==> src/rtl/dual_priority_pkg.sv <==
// Shared types and constants for the dual priority encoder.
// The optional early-exit build is selected with DUAL_PRIO_EARLY_EXIT_EN.
package dual_priority_pkg;

    localparam int REQ_W  = 12;
    localparam int CODE_W = 4;
    localparam int IDX_W  = 4;

    localparam logic [CODE_W-1:0] CODE_NONE = '0;

    typedef enum logic [1:0] {
        ST_IDLE = 2'd0,
        ST_SCAN = 2'd1,
        ST_DONE = 2'd2
    } state_t;

    // Bit k of the request vector is reported as code k+1, leaving 0 for "none".
    function automatic logic [CODE_W-1:0] to_code(input logic [IDX_W-1:0] idx);
        return idx + 4'd1;
    endfunction

endpackage

==> src/rtl/dual_priority_encode.sv <==
// Sequential encoder reporting the codes of the highest and second-highest set request bits.
// Define DUAL_PRIO_EARLY_EXIT_EN to finish the scan as soon as the second bit is found.
module dual_priority_encode
    import dual_priority_pkg::*;
(
    input  logic              i_clk,
    input  logic              i_rst_n,
    input  logic [REQ_W-1:0]  i_req,
    input  logic              i_valid,
    output logic              o_ready,
    output logic              o_valid,
    input  logic              i_ready,
    output logic [CODE_W-1:0] o_first,
    output logic [CODE_W-1:0] o_second
);

    // Handshake: a transfer happens on any rising edge where valid and ready are
    // both high. Upstream is accepted only in IDLE; the result is offered in DONE
    // and held until downstream takes it.

    state_t             state, state_n;
    logic [IDX_W-1:0]   idx, idx_n;
    logic [REQ_W-1:0]   cap, cap_n;
    logic [CODE_W-1:0]  first, first_n;
    logic [CODE_W-1:0]  second, second_n;

    always_ff @(posedge i_clk or negedge i_rst_n) begin
        if (!i_rst_n) begin
            state  <= ST_IDLE;
            idx    <= '0;
            cap    <= '0;
            first  <= CODE_NONE;
            second <= CODE_NONE;
        end else begin
            state  <= state_n;
            idx    <= idx_n;
            cap    <= cap_n;
            first  <= first_n;
            second <= second_n;
        end
    end

    always_comb begin
        state_n  = state;
        idx_n    = idx;
        cap_n    = cap;
        first_n  = first;
        second_n = second;
        unique case (state)
            ST_IDLE: begin
                if (i_valid) begin
                    cap_n    = i_req;
                    idx_n    = 4'(REQ_W - 1);
                    first_n  = CODE_NONE;
                    second_n = CODE_NONE;
                    state_n  = ST_SCAN;
                end
            end
            ST_SCAN: begin
                // A loaded code is never zero, so CODE_NONE marks a free slot.
                if (cap[idx]) begin
                    if (first == CODE_NONE) begin
                        first_n = to_code(idx);
                    end else if (second == CODE_NONE) begin
                        second_n = to_code(idx);
`ifdef DUAL_PRIO_EARLY_EXIT_EN
                        state_n  = ST_DONE;
`endif
                    end
                end
                if (idx == '0) begin
                    state_n = ST_DONE;
                end else begin
                    idx_n = idx - 4'd1;
                end
            end
            ST_DONE: begin
                if (i_ready) begin
                    state_n = ST_IDLE;
                end
            end
            default: begin
                state_n = ST_IDLE;
            end
        endcase
    end

    assign o_ready  = (state == ST_IDLE);
    assign o_valid  = (state == ST_DONE);
    assign o_first  = first;
    assign o_second = second;

endmodule
==> config.mk <==
export PLATFORM = sky130hd
export DESIGN_NAME = dual_priority_encode
export DESIGN_NICKNAME = d
export VERILOG_FILES = /design/src/rtl/dual_priority_pkg.sv /design/src/rtl/dual_priority_encode.sv
export SDC_FILE = /design/constraint.sdc
export NUM_CORES = 1
export LEC_CHECK = 0
export ABC_CLOCK_PERIOD_IN_PS = 2100
export CORE_ASPECT_RATIO = 0.6
export CORE_MARGIN = 10
export CORE_UTILIZATION = 50
export CTS_BUF_LIST = sky130_fd_sc_hd__clkbuf_16
export DETAILED_ROUTE_END_ITERATION = 10
export PLACE_DENSITY = 0.76
export SLEW_MARGIN = 10
export SYNTH_ARGS = -nofsm -noshare
export SYNTH_HDL_FRONTEND = slang
export SYNTH_SLANG_ARGS = --single-unit
==> constraint.sdc <==
create_clock -name i_clk -period 2.1 [get_ports i_clk]
set_clock_uncertainty 0.2 [all_clocks]
set_input_delay 0.315 -clock i_clk [delete_from_list [all_inputs] [get_ports i_clk]]
set_output_delay 0.315 -clock i_clk [all_outputs]
set_load 0.05 [all_outputs]
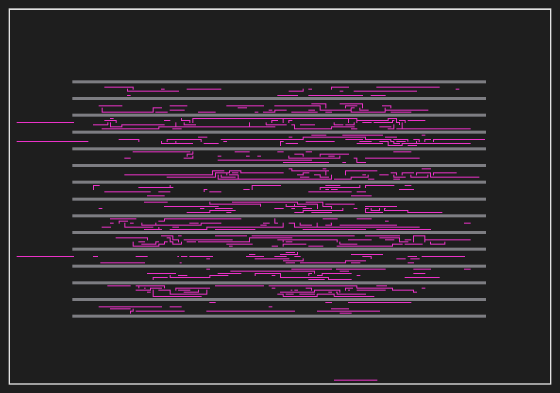
*The metal 1 layer*
Supply wires on this layer in grey.
- main direction: horizontal
- wire length on this layer: 1400 um

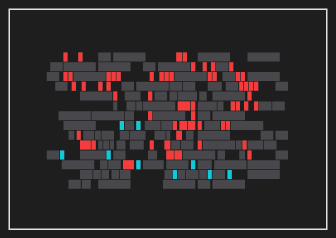
*Selected gate families*
- inv cells: cyan (cells 9; most used inv_1)
- nand cells: red (cells 58; most used nand2_1)

==> Slide: Implementation Results <==
Synthesis and Place & Route Summary

Global routing
  • Met1 usage: 15.79%
  • Initial antenna violation count: 0
  • Largest net degree at the start of global routing: 27
  • GR Layer Usage met2: 20.35%
  • First-pass GRT wire length: 5.319 mm

Floorplanning
  • Die Height: 60.62 um
  • Core footprint: 2557 um2
  • Fp_density: 53.77%
  • IO Pins: 26

Synth
  • Register area share after synthesis: 47.32%
  • Flops out of synthesis: 26
  • Number of enable flip-flop cells: 0
  • # Cells Yosys: 148
  • Avg Cell Area, Syn: 9.291 um2
  • Yosys warnings: 0
  • Cell area after technology mapping: 1375 um2
  • Post-synth top cells: 48 x nand2_1, 26 x dfrtp_1, 9 x inv_1
  • Ys flop type: dfrtp_1
  • Yosys stat chip area: 1375 um2
  • Synth cell types: 37

Power and ir drop
  • P_seq: 0.909 mW
  • Clk pwr share: 14.7%
  • Pint: 1.590 mW
  • Combinational power share: 53.5%
  • Psw: 1.268 mW
  • Worst vdd ir: 0.7977 mV

Critical path
  • CP arrival: 1.48 ns
  • Reg2reg end: idx[1]$_DFFE_PN0P_
  • Crit-path leading delay family: buffers and inverters
  • Worst Setup Start Kind: flop
  • Worst Reg-to-Reg Cells: 5
  • Worst R2R Setup Slack: 0.30 ns
  • Crit end category: output port

Outcome
  • Outcome: finished, final reports clean

Layout
  • Antenna fix cells: 0
  • Share of layout cells above drive strength 1: 12.14%
  • Storage element area: 650.6 um2
  • Most used logic cell in the final layout: nand2_1
  • Layout Utilization: 68.10%
  • Nets@finish: 192
  • Logic area: 643.1 um2

Detailed routing
  • Routed Antenna Nets: 0
  • First drt pass iteration count: 4
  • Top Metal Used: met4
  • Met1 Wirelength: 1.404 mm
  • # DRC: 0
  • DRT iter0 DRCs: 67
  • WL/cell: 15.07 um

Clock tree
  • Clock Pin Slew Worst Setup and Hold Paths: 0.06 ns
  • Longest Clk Path Bufs: 2
  • Post-CTS setup buffers: 0
  • CTS resizes: 0
  • CTS H-Tree Depth: 1

STA
  • Pins Over Slew Limit: 0
  • RSZ-0062 raised after global routing: false
  • Slew margin rel.: 65.65%
  • Final setup vio count: 0
  • Worst-margin pin slew: 0.5136 ns
  • Fin worst setup slack: 0.1074 ns
  • Hold slack final: 0.2175 ns
  • Setup TNS: 0 ns

Place
  • Area of placed instances: 1663 um2
  • DP Cell Count: 201
  • Pre-CTS WS: 0.1816 ns

Job
  • Max Cap Viol: 0

Hold path
  • Class of the worst hold path: in2async
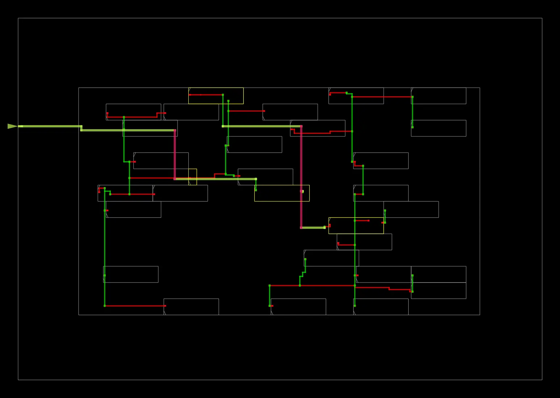
*The clock network*
Clock group: 0.420 mW
clk latency late pin: 0.26 ns
flop count: 26

==> worst max-delay path by stage <==
stage,from,slack (ns),to
after floorplan,o_second[1]$_DFFE_PN0P_,0.18,o_second[0]$_DFFE_PN0P_
after global placement,i_valid,0.22,o_second[3]$_DFFE_PN0P_
after detailed placement,i_valid,0.18,o_second[0]$_DFFE_PN0P_
after CTS,o_first[3]$_DFFE_PN0P_,0.10,o_first[3]
after global routing,o_first[1]$_DFFE_PN0P_,0.06,o_first[1]
final,o_first[3]$_DFFE_PN0P_,0.11,o_first[3]
==> cell type report <==
class	instances	area share, %
Tap cell	32	2.299
Clock inverter	1	0.2155
Sequential cell	26	37.36
Timing Repair Buffer	30	16.95
Multi-Input combinational cell	104	36.93
Inverter	9	1.940
Clock buffer	3	4.310
No activity file was given, so power comes from the tool's default toggle rates.
